### src/rtl/bus_ctrl_pkg.sv
// ---------------------------------------------------------------------------
// bus_ctrl_pkg
// Shared definitions for the CPU data-bus controller:
//   - state_e          : controller FSM states (IDLE, BUSY, DONE)
//   - NSLV             : number of decoded slaves
//   - SEL_HI / SEL_LO  : CPU address bits that pick the slave
//   - ERR_DATA_DEFAULT : read data returned when a slave never answers
//   - WD_W             : watchdog counter width (TIMEOUT up to 65535)
//   - sel_onehot()     : slave index -> one-hot strobe vector
// ---------------------------------------------------------------------------
package bus_ctrl_pkg;

    typedef enum logic [1:0] {
        ST_IDLE = 2'd0,
        ST_BUSY = 2'd1,
        ST_DONE = 2'd2
    } state_e;

    localparam int NSLV   = 4;
    localparam int SEL_HI = 31;
    localparam int SEL_LO = 30;
    localparam int WD_W   = 16;

    localparam logic [31:0] ERR_DATA_DEFAULT = 32'hDEAD_BEEF;

    function automatic logic [NSLV-1:0] sel_onehot(input logic [SEL_HI-SEL_LO:0] sel);
        logic [NSLV-1:0] oh;
        oh = '0;
        oh[sel] = 1'b1;
        return oh;
    endfunction

endpackage

### src/rtl/bus_ctrl_if.sv
// ---------------------------------------------------------------------------
// bus_ctrl_if
// Bundles the CPU memory port, the shared slave bus and the error report.
// Modports:
//   master : view of the bus controller (drives slave strobes, CPU ack/data)
//   slave  : view of the surroundings (CPU request + slave responses)
// Signals:
//   cpu_addr/cpu_dat_o/cpu_we/cpu_stb : CPU request
//   cpu_dat_i/cpu_ack                 : completion back to the CPU
//   s_stb/s_we/s_addr/s_dat_o         : registered slave transaction
//   s_dat_i/s_ack                     : per-slave response (slave k at [32k+:32])
//   err/err_addr                      : sticky timeout flag + first bad address
// ---------------------------------------------------------------------------
interface bus_ctrl_if;
    import bus_ctrl_pkg::*;

    logic [31:0]        cpu_addr;
    logic [31:0]        cpu_dat_o;
    logic               cpu_we;
    logic               cpu_stb;
    logic [31:0]        cpu_dat_i;
    logic               cpu_ack;

    logic [NSLV-1:0]    s_stb;
    logic               s_we;
    logic [31:0]        s_addr;
    logic [31:0]        s_dat_o;
    logic [NSLV*32-1:0] s_dat_i;
    logic [NSLV-1:0]    s_ack;

    logic               err;
    logic [31:0]        err_addr;

    modport master (
        input  cpu_addr, cpu_dat_o, cpu_we, cpu_stb, s_dat_i, s_ack,
        output cpu_dat_i, cpu_ack, s_stb, s_we, s_addr, s_dat_o, err, err_addr
    );

    modport slave (
        output cpu_addr, cpu_dat_o, cpu_we, cpu_stb, s_dat_i, s_ack,
        input  cpu_dat_i, cpu_ack, s_stb, s_we, s_addr, s_dat_o, err, err_addr
    );

endinterface

### src/rtl/bus_watchdog.sv
// ---------------------------------------------------------------------------
// bus_watchdog
// Loadable down-counter guarding one bus transaction.
// Ports:
//   clk, reset   : clock, synchronous active-high reset
//   load_i       : load load_val_i (takes priority over dec_i)
//   load_val_i   : reload value (number of cycles allowed)
//   dec_i        : count down by one (saturates at zero)
//   expire_o     : high while the count is 1, i.e. the last allowed cycle
// ---------------------------------------------------------------------------
module bus_watchdog #(
    parameter int W = 16
) (
    input  logic         clk,
    input  logic         reset,
    input  logic         load_i,
    input  logic [W-1:0] load_val_i,
    input  logic         dec_i,
    output logic         expire_o
);

    logic [W-1:0] cnt_q;

    always_ff @(posedge clk) begin
        if (reset) begin
            cnt_q <= '0;
        end else if (load_i) begin
            cnt_q <= load_val_i;
        end else if (dec_i && (cnt_q != '0)) begin
            cnt_q <= cnt_q - 1'b1;
        end
    end

    // Loaded with N on BUSY entry, so a count of 1 marks the N-th BUSY cycle.
    assign expire_o = (cnt_q == W'(1));

endmodule

### src/rtl/bus_ctrl.sv
// ---------------------------------------------------------------------------
// bus_ctrl
// Data-bus controller between a single-cycle CPU and four slaves.
// A level-style CPU request (cpu_stb | cpu_we) is turned into one registered
// slave transaction selected by cpu_addr[31:30]. Completion is a one-cycle
// cpu_ack with latched read data. A watchdog forces completion with
// ERR_DATA if the selected slave never acknowledges, and records the first
// such address in a sticky error report.
// Parameters:
//   TIMEOUT  : BUSY cycles without ack before forced completion (1..65535)
//   ERR_DATA : read data returned on a timed-out access
// Ports:
//   clk, reset : clock, synchronous active-high reset
//   bus        : bus_ctrl_if.master (CPU port, slave bus, err/err_addr)
// ---------------------------------------------------------------------------
module bus_ctrl
    import bus_ctrl_pkg::*;
#(
    parameter int          TIMEOUT  = 255,
    parameter logic [31:0] ERR_DATA = ERR_DATA_DEFAULT
) (
    input  logic      clk,
    input  logic      reset,
    bus_ctrl_if.master bus
);

    localparam int SW = SEL_HI - SEL_LO + 1;

    state_e          state_q;
    logic [SW-1:0]   sel_q;
    logic [NSLV-1:0] s_stb_q;
    logic            we_q;
    logic [31:0]     addr_q;
    logic [31:0]     wdata_q;
    logic [31:0]     rdata_q;
    logic            err_q;
    logic [31:0]     err_addr_q;

    logic            req;
    logic [SW-1:0]   sel_d;
    logic [31:0]     s_rd [NSLV];
    logic            sel_ack;
    logic [31:0]     sel_rd;
    logic            wd_load;
    logic            wd_dec;
    logic            wd_expire;

    assign req   = bus.cpu_stb | bus.cpu_we;
    assign sel_d = bus.cpu_addr[SEL_HI:SEL_LO];

    // Split the flat slave read bus into one word per slave.
    generate
        for (genvar gi = 0; gi < NSLV; gi++) begin : g_rd
            assign s_rd[gi] = bus.s_dat_i[32*gi +: 32];
        end
    endgenerate

    // Only the latched slave can complete the access; others are ignored.
    assign sel_ack = bus.s_ack[sel_q];
    assign sel_rd  = s_rd[sel_q];

    assign wd_load = (state_q == ST_IDLE) && req;
    assign wd_dec  = (state_q == ST_BUSY) && !sel_ack;

    bus_watchdog #(
        .W (WD_W)
    ) u_wd (
        .clk        (clk),
        .reset      (reset),
        .load_i     (wd_load),
        .load_val_i (WD_W'(TIMEOUT)),
        .dec_i      (wd_dec),
        .expire_o   (wd_expire)
    );

    always_ff @(posedge clk) begin
        if (reset) begin
            state_q    <= ST_IDLE;
            sel_q      <= '0;
            s_stb_q    <= '0;
            we_q       <= 1'b0;
            addr_q     <= '0;
            wdata_q    <= '0;
            rdata_q    <= '0;
            err_q      <= 1'b0;
            err_addr_q <= '0;
        end else begin
            case (state_q)
                ST_IDLE: begin
                    if (req) begin
                        // cpu_we wins when both strobes are high.
                        we_q    <= bus.cpu_we;
                        addr_q  <= bus.cpu_addr;
                        wdata_q <= bus.cpu_dat_o;
                        sel_q   <= sel_d;
                        s_stb_q <= sel_onehot(sel_d);
                        state_q <= ST_BUSY;
                    end
                end
                ST_BUSY: begin
                    // Ack is tested first so a same-cycle ack beats the watchdog.
                    if (sel_ack) begin
                        rdata_q <= sel_rd;
                        s_stb_q <= '0;
                        state_q <= ST_DONE;
                    end else if (wd_expire) begin
                        rdata_q <= ERR_DATA;
                        err_q   <= 1'b1;
                        if (!err_q) begin
                            err_addr_q <= addr_q;
                        end
                        s_stb_q <= '0;
                        state_q <= ST_DONE;
                    end
                end
                ST_DONE: begin
                    state_q <= ST_IDLE;
                end
                default: begin
                    s_stb_q <= '0;
                    state_q <= ST_IDLE;
                end
            endcase
        end
    end

    // Idle cycles without a request retire immediately, so ack is
    // combinational on the request there; DONE gives the one-cycle completion.
    assign bus.cpu_ack   = (state_q == ST_DONE) || ((state_q == ST_IDLE) && !req);
    assign bus.cpu_dat_i = rdata_q;
    assign bus.s_stb     = s_stb_q;
    assign bus.s_we      = we_q;
    assign bus.s_addr    = addr_q;
    assign bus.s_dat_o   = wdata_q;
    assign bus.err       = err_q;
    assign bus.err_addr  = err_addr_q;

endmodule

### src/flat_wrapper.sv
// flat-port wrapper written by rule: the top's interface ports become plain ports
module bus_ctrl_flat import bus_ctrl_pkg::*;
#(
    parameter int          TIMEOUT  = 255,
    parameter logic [31:0] ERR_DATA = ERR_DATA_DEFAULT
)
  (clk, reset, bus_cpu_addr, bus_cpu_dat_o, bus_cpu_we, bus_cpu_stb, bus_s_dat_i, bus_s_ack, bus_cpu_dat_i, bus_cpu_ack, bus_s_stb, bus_s_we, bus_s_addr, bus_s_dat_o, bus_err, bus_err_addr);
  bus_ctrl_if bus_i ();
  input  logic clk;
  input  logic reset;
  input wire logic [$bits(bus_i.cpu_addr)-1:0] bus_cpu_addr;
  input wire logic [$bits(bus_i.cpu_dat_o)-1:0] bus_cpu_dat_o;
  input wire logic [$bits(bus_i.cpu_we)-1:0] bus_cpu_we;
  input wire logic [$bits(bus_i.cpu_stb)-1:0] bus_cpu_stb;
  input wire logic [$bits(bus_i.s_dat_i)-1:0] bus_s_dat_i;
  input wire logic [$bits(bus_i.s_ack)-1:0] bus_s_ack;
  output wire logic [$bits(bus_i.cpu_dat_i)-1:0] bus_cpu_dat_i;
  output wire logic [$bits(bus_i.cpu_ack)-1:0] bus_cpu_ack;
  output wire logic [$bits(bus_i.s_stb)-1:0] bus_s_stb;
  output wire logic [$bits(bus_i.s_we)-1:0] bus_s_we;
  output wire logic [$bits(bus_i.s_addr)-1:0] bus_s_addr;
  output wire logic [$bits(bus_i.s_dat_o)-1:0] bus_s_dat_o;
  output wire logic [$bits(bus_i.err)-1:0] bus_err;
  output wire logic [$bits(bus_i.err_addr)-1:0] bus_err_addr;
  assign bus_i.cpu_addr = bus_cpu_addr;
  assign bus_i.cpu_dat_o = bus_cpu_dat_o;
  assign bus_i.cpu_we = bus_cpu_we;
  assign bus_i.cpu_stb = bus_cpu_stb;
  assign bus_i.s_dat_i = bus_s_dat_i;
  assign bus_i.s_ack = bus_s_ack;
  assign bus_cpu_dat_i = bus_i.cpu_dat_i;
  assign bus_cpu_ack = bus_i.cpu_ack;
  assign bus_s_stb = bus_i.s_stb;
  assign bus_s_we = bus_i.s_we;
  assign bus_s_addr = bus_i.s_addr;
  assign bus_s_dat_o = bus_i.s_dat_o;
  assign bus_err = bus_i.err;
  assign bus_err_addr = bus_i.err_addr;
  bus_ctrl #(.TIMEOUT(TIMEOUT), .ERR_DATA(ERR_DATA)) u_core (.clk(clk), .reset(reset), .bus(bus_i));
endmodule
### config.mk
export PLATFORM = sky130hd
export DESIGN_NAME = bus_ctrl_flat
export DESIGN_NICKNAME = d
export VERILOG_FILES = /design/src/rtl/bus_ctrl_pkg.sv /design/src/rtl/bus_ctrl_if.sv /design/src/rtl/bus_watchdog.sv /design/src/rtl/bus_ctrl.sv /design/src/flat_wrapper.sv
export SDC_FILE = /design/constraint.sdc
export NUM_CORES = 1
export LEC_CHECK = 0
export CAP_MARGIN = 20
export CORE_AREA = 2 2 129 131
export CTS_CLUSTER_SIZE = 20
export DETAILED_ROUTE_END_ITERATION = 8
export DIE_AREA = 0 0 131 133
export HOLD_SLACK_MARGIN = 0.08
export PLACE_DENSITY = 0.81
export SETUP_SLACK_MARGIN = 0.4
export SLEW_MARGIN = 15
export SYNTH_ARGS = -nofsm -noshare
export SYNTH_HDL_FRONTEND = slang
export SYNTH_SLANG_ARGS = --single-unit
export TNS_END_PERCENT = 10
### constraint.sdc
create_clock -name clk -period 5.39 [get_ports clk]
set_clock_uncertainty 0.05 [all_clocks]
set_input_delay 0.539 -clock clk [delete_from_list [all_inputs] [get_ports clk]]
set_output_delay 0.539 -clock clk [all_outputs]
set_load 0.05 [all_outputs]
Run 1, the clock network:
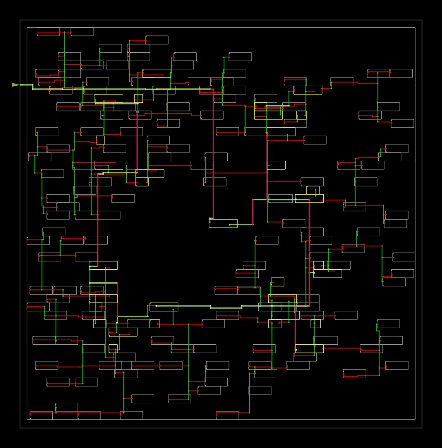
# clk buffers: 17
total CTS buffers: 17

Run 1, cells coloured by class:
Fill, decap, tap and diode cells in grey.
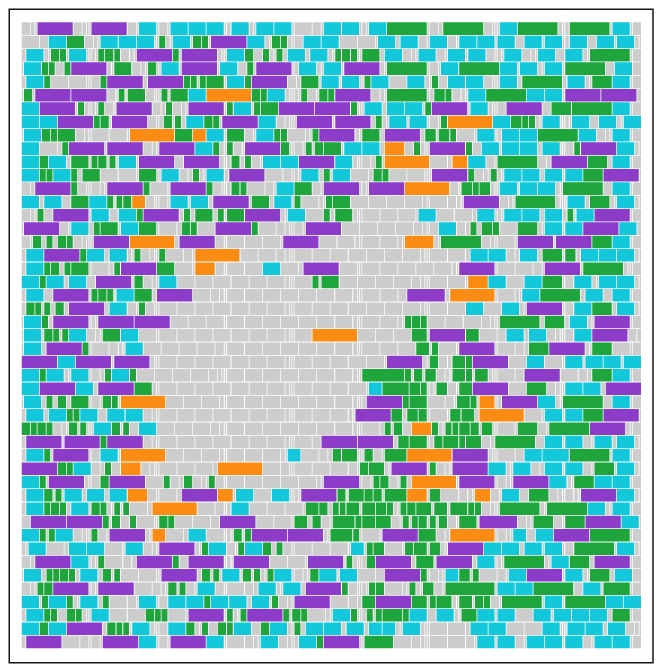
flops -> purple  # cells 152, share of their area 30%
other buffers and delay cells -> cyan  # cells 341, share of their area 33%
combinational and other logic -> green  # cells 453, share of their area 31%
clock drivers and dummy loads -> orange  # cells 32, share of their area 5.7%

Run 1, wire density map:
Bar = 50 um. The die is cut into 26 by 27 equal tiles; dark blue is low, red is high, scaled to the fullest tile. Values are wire area over tile area, all layers added.
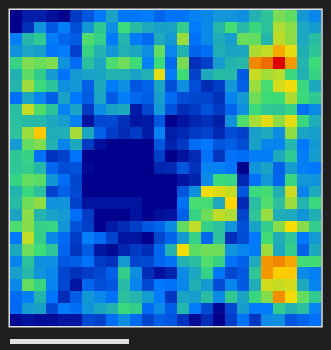
densest ninth of the die = upper right
fullest tile = 0.67
tiles over half the peak = 15%
nearly empty tiles = 7.1%
mean over tiles = 0.21
emptiest ninth of the die = centre
vias: 6173
final WL: 21000 um

run 1: registers in the layout, indices dropped and copies added (netlist names):
signal,cells
u_core.bus.cpu_dat_i,32
u_core.state_q,2
u_core.bus.s_dat_o,32
u_core.bus.s_stb,4
u_core.sel_q,1
u_core.bus.s_addr,31
u_core.bus.err_addr,32
u_core.bus.err,1
u_core.bus.s_we,1
u_core.u_wd.cnt_q,16
run 1: critical path, delay by kind of cell:
family                 cells  cell delay, ps
AND/OR/NAND/NOR            3             470
buffers and inverters      2            1350
run 1: cell usage after synthesis, types with 4 or more instances:
master and number:
a21oi_1 72, clkbuf_1 40, dfxtp_1 152, mux2i_1 38, mux4_2 32, nand2_1 158
nand3_1 9, nor2_1 52, nor3_1 4, o221a_1 9, o221a_2 15, o22ai_1 8
or4_1 5, xor2_1 7
run 1: how the worst max path moves through the flow:
stage	cells past startpoint	to	slack [ps]	start
after floorplan	7	u_core.bus.err_addr[10]$_SDFFE_PP0P_	2920	u_core.bus.s_addr[30]$_SDFFE_PP0P_
after global placement	5	bus_cpu_ack	2440	bus_cpu_we
after detailed placement	7	u_core.bus.err_addr[26]$_SDFFE_PP0P_	2410	bus_s_ack[0]
after CTS	5	bus_cpu_ack	2440	bus_cpu_we
after global routing	2	bus_s_addr[30]	2350	u_core.bus.s_addr[30]$_SDFFE_PP0P_
final	5	bus_cpu_ack	2440	bus_cpu_we
run 1: power by group through the flow:
| stage | logic (mW) | registers [mW] | clock network, mW |
|---|---|---|---|
| after floorplan | 0.285 | 1.53 | 0 |
| after global placement | 0.876 | 1.29 | 0 |
| after detailed placement | 0.884 | 1.30 | 0 |
| after CTS | 0.888 | 1.27 | 1.20 |
| after global routing | 0.939 | 1.28 | 1.25 |
| final | 0.885 | 1.27 | 1.18 |
run 1: layout make-up:
class	instances	area, um^2	area share, %
tap	220	275	2.64
sequential	152	3050	29.2
clock inverter	15	153	1.46
inverter	3	11.3	0.108
clock buffer	17	425	4.08
multi-input combinational	450	3120	29.9
timing repair buffer	341	3400	32.6
run 1: metal layers:
layer	track usage (%)	vias to the layer above	routed length (um)
met1	26.0	2879	7810
met3	9.06	65	2120
met4	14.8	0	1080
met5	0	-	0
met2	37.4	287	10000
li1	-	2942	-
run 1: cell families after synthesis:
family / Yosys count
xor gates and xnor gates: 7
adders and majority gates: 2
and+or+nand+nor: 251
muxes: 71
buffers and inverters: 52
DFF: 152
AOI/OAI and AO/OA: 119
run 1: through the flow:
step	hold WS, ps	area, um^2	worst slack (ps)	std cells	util (%)
detailed placement	396	9840	2410	1165	60.8
CTS	405	10400	2440	1197	64.4
finish	405	10400	2440	1198	64.5
floorplan	405	6360	2920	654	-
global route	426	10400	2350	1198	64.5
global placement	391	9840	2440	1165	60.8
==> metrics.cfg, run 1 <==
[cts]
cts_hold_buf = 0
htree_levels = 4
postCtsSetupRepairBufs = 0
clock-sinks = 152
cts.repair.resized = 0
clkTransAtPathRegs_ps = 70
cts_tree = done
cts_root_buf = clkbuf_16
insertion_delay_ps = 430
cts.path.max_buffers = 2

[critical_path]
crit_path_frequent_cell = nor2_1
cp-start-kind = input pin
cpMaxStageDelayCell = clkdlybuf4s50_1
cpPeakStageDelay_ps = 870
path_cells = clkdlybuf4s50_1 > nor2_1 > nor2_1 > nor2_1 > clkdlybuf4s50_1
required_ps = 4800
r2r-end = u_core.bus.err_addr[25]$_SDFFE_PP0P_
crit_fanout = 3
setup.worst_path.class = in2out
end_kind = primary output
r2r_cells = 6
r2r_setup_slack_ps = 2580
rr_startpoint = u_core.sel_q[1]$_SDFFE_PP0P_
cp.arrival_ps = 2360

[pwr]
power.share.combinational_pct = 26.6
p_sw_mw = 1.13
total_power_mw = 3.33
peakVddDrop_mv = 0.210
intPower_mw = 2.21
p_clk_share_pct = 35.4
p_leak_nw = 3.77
pwr-share-seq_pct = 38.1
powerDensity_nw_per_um2 = 320
switching_share_pct = 33.8

[cells_and_area]
final_net_count = 1167
final_cell_mix = 333 x clkdlybuf4s50_1, 158 x nand2_1, 150 x dfxtp_1, 72 x a21oi_1, 51 x nor2_1
drive_above_1_share_pct = 10.4
fill_cells = 1319
insertedDiodeCount = 0
layout_top_cell = clkdlybuf4s50_1
area.growth.synth_to_final_pct = 63.9

[synthesis]
ys_seq_elements = 152
logic_family = multiplexers
xor_area_share_pct = 0.963
edf_count = 0
avgSynthCellArea_um2 = 9.73
simple_gate_share_pct = 17.0
async_flop_share_pct = 0
ys_types = 45
synth_area_um2 = 6360
yosys_most_used_dff = dfxtp_1
yosysWarnings = 0
largest_area_cell = dfxtp_1
ys_chip_area_um2 = 6360
topCellsByArea = dfxtp_1 48%, mux4_2 11%, nand2_1 9.3%, mux2i_1 6.0%, a21oi_1 5.7%
top_area_share_pct = 47.8
syn_inst = 654
adder_share_pct = 0.393
aoi_share_pct = 12.8
fp_nets = 856
yosys_cells = 654
mux_area_share_pct = 17.5
yosysSeqAreaShare_pct = 47.8

[worst_hold_path]
min_to = u_core.bus.s_dat_o[18]$_SDFFE_PP0P_
hold_start = u_core.bus.s_dat_o[18]$_SDFFE_PP0P_
hold_depth = 2
worstHoldPathType = reg2reg

[timing]
tightest_slew_ps = 930
finalHoldViolCount = 0
rsz0062_at_grt = no
tns_ps = 0
fin_crit_ps = 2950
fin_crit_sh_pct = 54.7
max_freq_mhz = 339
slew_violations = 0
slew_headroom_pct = 38.0
setup_violations = 0

[flow_run]
warning_count = 27
maxCapViolCount = 0

[global_routing]
grt_max_degree = 71
grt_remaining_overflow = 0
grt_pass1_wl_um = 31500
grt_pass1_vias = 5890
grt_usage_pct = 23.5
antenna_found_initial = 0

[placement]
dp.final_hpwl_um = 15200
globalplace.congestion = 0.857
port_buffers = 334

[floorplanning]
std_cell_rows = 47
pin_count = 335
core_um2 = 16200
chip_area_um2 = 17400
initial_core_util_pct = 39.4
fp.dieW_um = 131
die_y_um = 133

[detailed_routing]
routedWlPerCell_um = 17.5
via_per_inst = 5.15
drt_iter0_drc = 249
drtPass1Iterations = 4
drcViolationCount = 0
ant_nets = 0

[outcome]
outcome = complete, no violations

==> inputs of run 2 (changes only) <==
--- a/config.mk
+++ b/config.mk
@@ -6,12 +6,11 @@
 export NUM_CORES = 1
 export LEC_CHECK = 0
 export CAP_MARGIN = 20
-export CORE_AREA = 2 2 129 131
+export CORE_UTILIZATION = 36
 export CTS_CLUSTER_SIZE = 20
 export DETAILED_ROUTE_END_ITERATION = 8
-export DIE_AREA = 0 0 131 133
 export HOLD_SLACK_MARGIN = 0.08
-export PLACE_DENSITY = 0.81
+export PLACE_DENSITY = 0.77
 export SETUP_SLACK_MARGIN = 0.4
 export SLEW_MARGIN = 15
 export SYNTH_ARGS = -nofsm -noshare
==> constraint.sdc (replaced) <==
create_clock -name clk -period 2.7 [get_ports clk]
set_clock_uncertainty 0.05 [all_clocks]
set_input_delay 0.27 -clock clk [delete_from_list [all_inputs] [get_ports clk]]
set_output_delay 0.27 -clock clk [all_outputs]
set_load 0.05 [all_outputs]
Run 2, wire density map:
Bar = 50 um. The die is cut into 27 by 27 equal tiles; dark blue is low, red is high, scaled to the fullest tile. Values are wire area over tile area, all layers added.
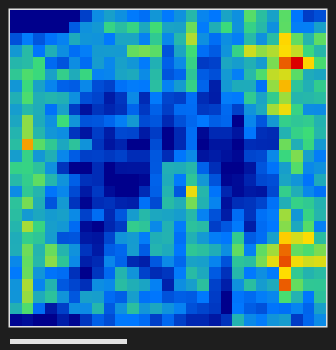
fullest tile = 0.65
densest ninth of the die = upper right
mean over tiles = 0.19

Run 2, M3 wires:
Bar = 50 um.
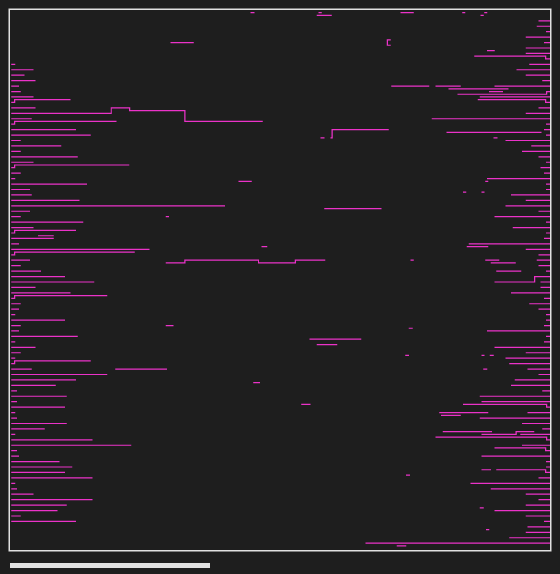
nets with wire on the layer = 208
main direction = horizontal
wire length on this layer = 1930 um
vias: 6116
M3 GR Usage: 7.39%

==> run 2 against run 1 <==
  * Via count is 0.92% lower
  * Die area is 4.5% higher
  * Sequential power is 98% higher
  * Area after synthesis stayed put
  * Synthesized cell count stayed put
  * Sequential cell count stayed put
  * First-iteration DRC count is 2.0% higher
  * Combinational power is 100% higher
  * Routed wire length is 1.2% lower
  * Critical path depth is 1 higher
  * Power is 100% higher
  * Sequential share of layout area is 0.23 points lower
==> metrics.cfg, run 2 <==
[floorplanning]
die_y_um = 135  ; +1.5%
fp.dieW_um = 135  ; +3.0%
std_cell_rows = 48  ; +2.1%
initial_core_util_pct = 36.8  ; -2.6 points
pin_count = 335  ; unchanged
chip_area_um2 = 18200  ; +4.5%
core_um2 = 17300  ; +7.0%

[outcome]
outcome = complete, no violations

[global_routing]
antenna_found_initial = 1  ; +1
grt_usage_pct = 22.5  ; -1.0 points
grt_max_degree = 67  ; -5.6%
grt_pass1_wl_um = 31700  ; +0.70%
grt_remaining_overflow = 0  ; unchanged
grt_pass1_vias = 6040  ; +2.5%

[synthesis]
edf_count = 0  ; unchanged
yosysSeqAreaShare_pct = 47.8  ; unchanged
top_cell = nand2_1
avgSynthCellArea_um2 = 9.73  ; unchanged
syn_inst = 654  ; unchanged
ys_types = 45  ; unchanged
ys_chip_area_um2 = 6360  ; unchanged
yosys_most_used_dff = dfxtp_1
fp_nets = 856  ; unchanged
yosysWarnings = 0  ; unchanged
ys_seq_elements = 152  ; unchanged
top_area_share_pct = 47.8  ; unchanged
yosys_cells = 654  ; unchanged
synth_area_um2 = 6360  ; unchanged
async_flop_share_pct = 0  ; unchanged
top_cells_by_count = 158 x nand2_1, 152 x dfxtp_1, 72 x a21oi_1
topCellsByArea = dfxtp_1 48%, mux4_2 11%, nand2_1 9.3%, mux2i_1 6.0%, a21oi_1 5.7%
largest_area_cell = dfxtp_1

[pwr]
powerDensity_nw_per_um2 = 639  ; +100%
p_leak_nw = 3.82  ; +1.4%
total_power_mw = 6.72  ; +100%
peakVddDrop_mv = 0.436  ; +110%

[placement]
dp.final_hpwl_um = 15300  ; +0.48%
globalplace.congestion = 0.866  ; +1.1%
port_buffers = 334  ; unchanged

[critical_path]
setup.worst_path.class = reg2reg
cp-start-kind = flip-flop
end_kind = flip-flop
r2r_cells = 6  ; unchanged
crit_fanout = 32  ; +29
cp.arrival_ps = 2370  ; about the same
required_ps = 2920  ; -1880 ps

[detailed_routing]
routedWlPerCell_um = 17.2  ; -2.2%
drtPass1Iterations = 4  ; unchanged
wl_um = 20800  ; -1.2%
ant_nets = 0  ; unchanged
drcViolationCount = 0  ; unchanged
via_per_inst = 5.05  ; -1.9%
drt_iter0_drc = 254  ; +2.0%

[timing]
rsz0062_at_grt = yes
slew_headroom_pct = 52.9  ; +15 points
finalHoldViolCount = 0  ; unchanged
setup_violations = 0  ; unchanged
fin_crit_ps = 2150
max_freq_mhz = 464
fin_crit_sh_pct = 79.8
slew_violations = 0  ; unchanged
tns_ps = 0  ; unchanged
tightest_slew_ps = 706  ; -224 ps

[cts]
cts_tree = done
numCtsBuffers = 17  ; unchanged
cts.path.max_buffers = 2  ; unchanged
cts.repair.resized = 1  ; +1
clkTransAtPathRegs_ps = 60  ; about the same
insertion_delay_ps = 410  ; -20 ps
htree_levels = 4  ; unchanged
postCtsSetupRepairBufs = 0  ; unchanged
clock-sinks = 152  ; unchanged
cts_hold_buf = 0  ; unchanged
cts_root_buf = clkbuf_16

[cells_and_area]
layout_top_cell = clkdlybuf4s50_1
drive_above_1_share_pct = 11.3  ; +0.85 points
final_cell_mix = 330 x clkdlybuf4s50_1, 158 x nand2_1, 150 x dfxtp_1, 72 x a21oi_1, 51 x nor2_1
area.growth.synth_to_final_pct = 65.2
final_net_count = 1173  ; +0.51%

[flow_run]
warning_count = 28  ; +3.7%
maxCapViolCount = 0  ; unchanged

[worst_hold_path]
worstHoldPathType = in2reg
hold_depth = 4  ; +2

run 2: per-layer routing:
metal  up-vias  track usage (%)  wire length (um)
li1       2951                -                 -
met2       258             38.1             10100
met1      2870             25.7              8070
met4         0             9.80               680
met3        37             7.39              1930
met5         -                0                 0
run 2: report_power, final:
part / total [mW] / switching, mW / internal [mW]
Combinational: 1.78 / 1.01 / 0.770
Sequential: 2.52 / 0.114 / 2.41
Clock: 2.42 / 1.02 / 1.39
run 2: cell families after synthesis:
kind of cell	share of synthesized area (%)
simple gates	17.0
xor+xnor	0.963
compound gates	12.8
flops	47.8
fa+ha+maj	0.393
mux	17.5
buf+inv	3.48
run 2: through the flow:
step	setup slack [ps]	std cells	instance area, um^2	hold WS, ps	util [%]
4_1_cts	515	1209	10500	214	60.6
6_report	546	1210	10500	236	60.8
5_1_grt	390	1210	10500	271	60.8
3_3_place_gp	340	1177	9900	390	57.2
3_5_place_dp	300	1177	9900	396	57.2
2_1_floorplan	402	654	6370	349	-
run 2: final cells by class:
| type | count | area (um^2) |
|---|---|---|
| Inverter | 3 | 11.3 |
| Sequential cell | 152 | 3050 |
| Timing Repair Buffer | 347 | 3440 |
| Antenna cell | 1 | 2.50 |
| Tap cell | 225 | 282 |
| Multi-Input combinational cell | 450 | 3140 |
| Clock buffer | 19 | 433 |
| Fill cell | 1493 | 6790 |
| Clock inverter | 13 | 156 |
run 2: path summary, 6_finish.rpt:
path,from,to,slack (ps)
max,u_core.state_q[0]$_SDFFE_PP0P_,u_core.bus.err_addr[14]$_SDFFE_PP0P_,550
min,reset,u_core.u_wd.cnt_q[10]$_SDFFE_PP0P_,240
max reg2reg,u_core.state_q[0]$_SDFFE_PP0P_,u_core.bus.err_addr[14]$_SDFFE_PP0P_,550
min reg2reg,u_core.bus.s_dat_o[25]$_SDFFE_PP0P_,u_core.bus.s_dat_o[25]$_SDFFE_PP0P_,400
run 2: critical path, stage by stage, from the launching register on:
cell	delay, ps
dfxtp_1	390
or3b_1	410
o2bb2ai_4	260
nor4b_4	310
buf_12	280
mux2i_1	230
nor2_1	60
==> inputs of run 3 (changes only) <==
--- a/config.mk
+++ b/config.mk
@@ -6,11 +6,12 @@
 export NUM_CORES = 1
 export LEC_CHECK = 0
 export CAP_MARGIN = 20
-export CORE_UTILIZATION = 36
+export CORE_AREA = 2 2 130 132
 export CTS_CLUSTER_SIZE = 20
 export DETAILED_ROUTE_END_ITERATION = 8
+export DIE_AREA = 0 0 132 134
 export HOLD_SLACK_MARGIN = 0.08
-export PLACE_DENSITY = 0.77
+export PLACE_DENSITY = 0.8
 export SETUP_SLACK_MARGIN = 0.4
 export SLEW_MARGIN = 15
 export SYNTH_ARGS = -nofsm -noshare
==> constraint.sdc (replaced) <==
create_clock -name clk -period 2.2 [get_ports clk]
set_clock_uncertainty 0.05 [all_clocks]
set_input_delay 0.22 -clock clk [delete_from_list [all_inputs] [get_ports clk]]
set_output_delay 0.22 -clock clk [all_outputs]
set_load 0.05 [all_outputs]
Run 3, the clock network:
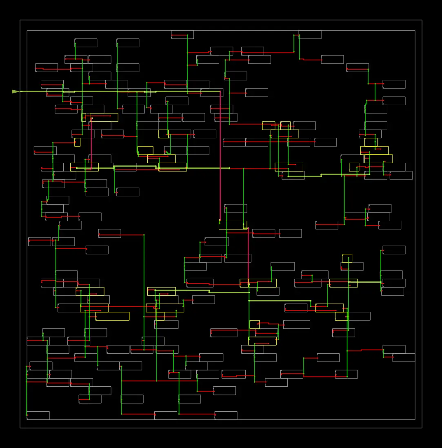
# clk buffers: 19
total clock sinks: 152

Run 3, wire density map:
Bar = 50 um. The die is cut into 26 by 27 equal tiles; dark blue is low, red is high, scaled to the fullest tile. Values are wire area over tile area, all layers added.
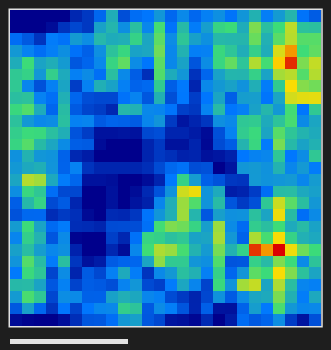
emptiest ninth of the die = centre
densest ninth of the die = upper right
tiles over half the peak = 12%
fullest tile = 0.74
vias: 6411
final WL: 23500 um
Global Route Usage Sum: 25.0%
WL per Instance: 19.0 um

==> run 3 against run 2 <==
  * Die area shrank 2.9%
  * Sequential power increased by 23%
  * Largest power group unchanged
  * Critical path depth up 1
  * Power increased by 25%
==> metrics.cfg, run 3 <==
[timing]
timing.hold.ws_ps = 290  ; +53.8 ps
fin_crit_ps = 1970  ; -180 ps
fin_crit_sh_pct = 89.7  ; +10 points
tightest_slew_ps = 731  ; +24.9 ps
finalHoldViolCount = 0  ; unchanged
slew_headroom_pct = 51.3  ; -1.7 points
timing.final.ws_setup_ps = 226  ; -320 ps
rsz0062_at_grt = yes
slew_violations = 0  ; unchanged

[synthesis]
avgSynthCellArea_um2 = 9.73  ; unchanged
yosysWarnings = 0  ; unchanged
syn_inst = 654  ; unchanged
synth_area_um2 = 6360  ; unchanged
top_cell = nand2_1
aoi_share_pct = 12.8  ; unchanged
yosys_most_used_dff = dfxtp_1
top_cells_by_count = 158 x nand2_1, 152 x dfxtp_1, 72 x a21oi_1
top_area_share_pct = 47.8  ; unchanged
ys_chip_area_um2 = 6360  ; unchanged
ys_types = 45  ; unchanged
simple_gate_share_pct = 17.0  ; unchanged
yosysSeqAreaShare_pct = 47.8  ; unchanged
async_flop_share_pct = 0  ; unchanged
xor_area_share_pct = 0.963  ; unchanged

[flow_run]
maxCapViolCount = 0  ; unchanged
warning_count = 31  ; +11%

[cts]
insertion_delay_ps = 420  ; about the same
cts.path.max_buffers = 2  ; unchanged
htree_levels = 4  ; unchanged
clkTransAtPathRegs_ps = 70  ; about the same
numCtsBuffers = 17  ; unchanged
cts_tree = done
cts_root_buf = clkbuf_16

[cells_and_area]
area.growth.synth_to_final_pct = 74.5
fin_cells = 1236  ; +2.1%
drive_above_1_share_pct = 16.7  ; +5.4 points
final_cell_mix = 330 x clkdlybuf4s50_1, 157 x nand2_1, 141 x dfxtp_1, 71 x a21oi_1, 49 x nor2_1
final_net_count = 1203  ; +2.6%
fin_util_pct = 68.2  ; +7.4 points

[floorplanning]
die_y_um = 134  ; -0.71%
initial_core_util_pct = 39.1  ; +2.3 points
pin_count = 335  ; unchanged
chip_area_um2 = 17700  ; -2.9%

[critical_path]
cp.arrival_ps = 2200  ; -170 ps
cp-start-kind = flip-flop
setup.worst_path.class = reg2reg
required_ps = 2430  ; -490 ps
end_kind = flip-flop

[global_routing]
grt_remaining_overflow = 0  ; unchanged
grt_max_degree = 70  ; +4.5%
grt_pass1_wl_um = 34500  ; +8.6%
antenna_found_initial = 2  ; +1

[detailed_routing]
ant_nets = 0  ; unchanged
drcViolationCount = 0  ; unchanged
drtPass1Iterations = 4  ; unchanged
drt_iter0_drc = 304  ; +20%

[pwr]
peakVddDrop_mv = 0.637  ; +46%

[outcome]
outcome = complete, no violations

[placement]
dp_slack_ps = -14.6  ; -314 ps
dp_cells = 1178  ; +0.085%
port_buffers = 334  ; unchanged

==> run 3: cell counts after synthesis <==
No cell type changed its count.
==> run 3: layout make-up <==
class	count	area [um^2]
inverter	3	11.3
antenna	2	5.00
multi-input combinational	450	3290
tap	220	275
sequential	152	3070
timing repair buffer	377	3870
clock inverter	13	136
clock buffer	19	443
fill	1249	5190
==> run 3: critical path, cell delays in order (launching register included) <==
cell and delay, ps:
dfxtp_4 370, nor4_4 350, nand3_2 170, nor4b_4 260, buf_6 210, buf_12 160, mux2i_1 210, nor2_1 60
==> run 3: timing repair <==
item,4_1_cts,5_1_grt
resized,22,34
cloned,2,3
endpoints found under the setup margin,213,278
pin swaps,11,10
hold buffers,1,0
setup buffers,10,8
hold endpoints to repair,8,0
==> run 3: cell families (layout without fill, tap and decap cells) <==
logic type | Yosys count | count (layout)
AOI/OAI and AO/OA | 119 | 119
xor gates and xnor gates | 7 | 7
and+or+nand+nor | 251 | 251
DFF | 152 | 152
adders and majority gates | 2 | 2
muxes | 71 | 71
other | 0 | 2
buffers and inverters | 52 | 412
==> run 3: through the flow <==
step	setup TNS [ps]	cell area [um^2]
global route	0	11100
floorplan	0	6390
detailed placement	-14.6	10000
CTS	0	10800
finish	0	11100
global placement	0	10000
==> run 3: worst paths after layout <==
path                                                          start                                    to  slack (ps)  cells after the start
worst max-delay path             u_core.u_wd.cnt_q[11]$_SDFFE_PP0P_  u_core.bus.err_addr[27]$_SDFFE_PP0P_         230                      7
worst max register to register   u_core.u_wd.cnt_q[11]$_SDFFE_PP0P_  u_core.bus.err_addr[27]$_SDFFE_PP0P_         230                      7
worst min register to register  u_core.bus.s_dat_o[28]$_SDFFE_PP0P_   u_core.bus.s_dat_o[28]$_SDFFE_PP0P_         400                      2
worst min-delay path                                bus_cpu_addr[3]     u_core.bus.s_addr[3]$_SDFFE_PP0P_         290                      3
==> run 3: metal layers <==
metal	share of wire, %	GRT usage (%)
met5	0	0
met4	4.6	12.6
met1	37	28.2
met3	8.0	9.07
met2	50	42.0
==> run 3: where the power goes <==
group	switching, mW	internal (mW)	leakage [nW]
combinational	1.33	1.08	2.55
clock	1.25	1.62	0.280
sequential	0.149	2.96	1.25
total	2.73	5.66	4.09
Power and IR drop assume default switching activity.
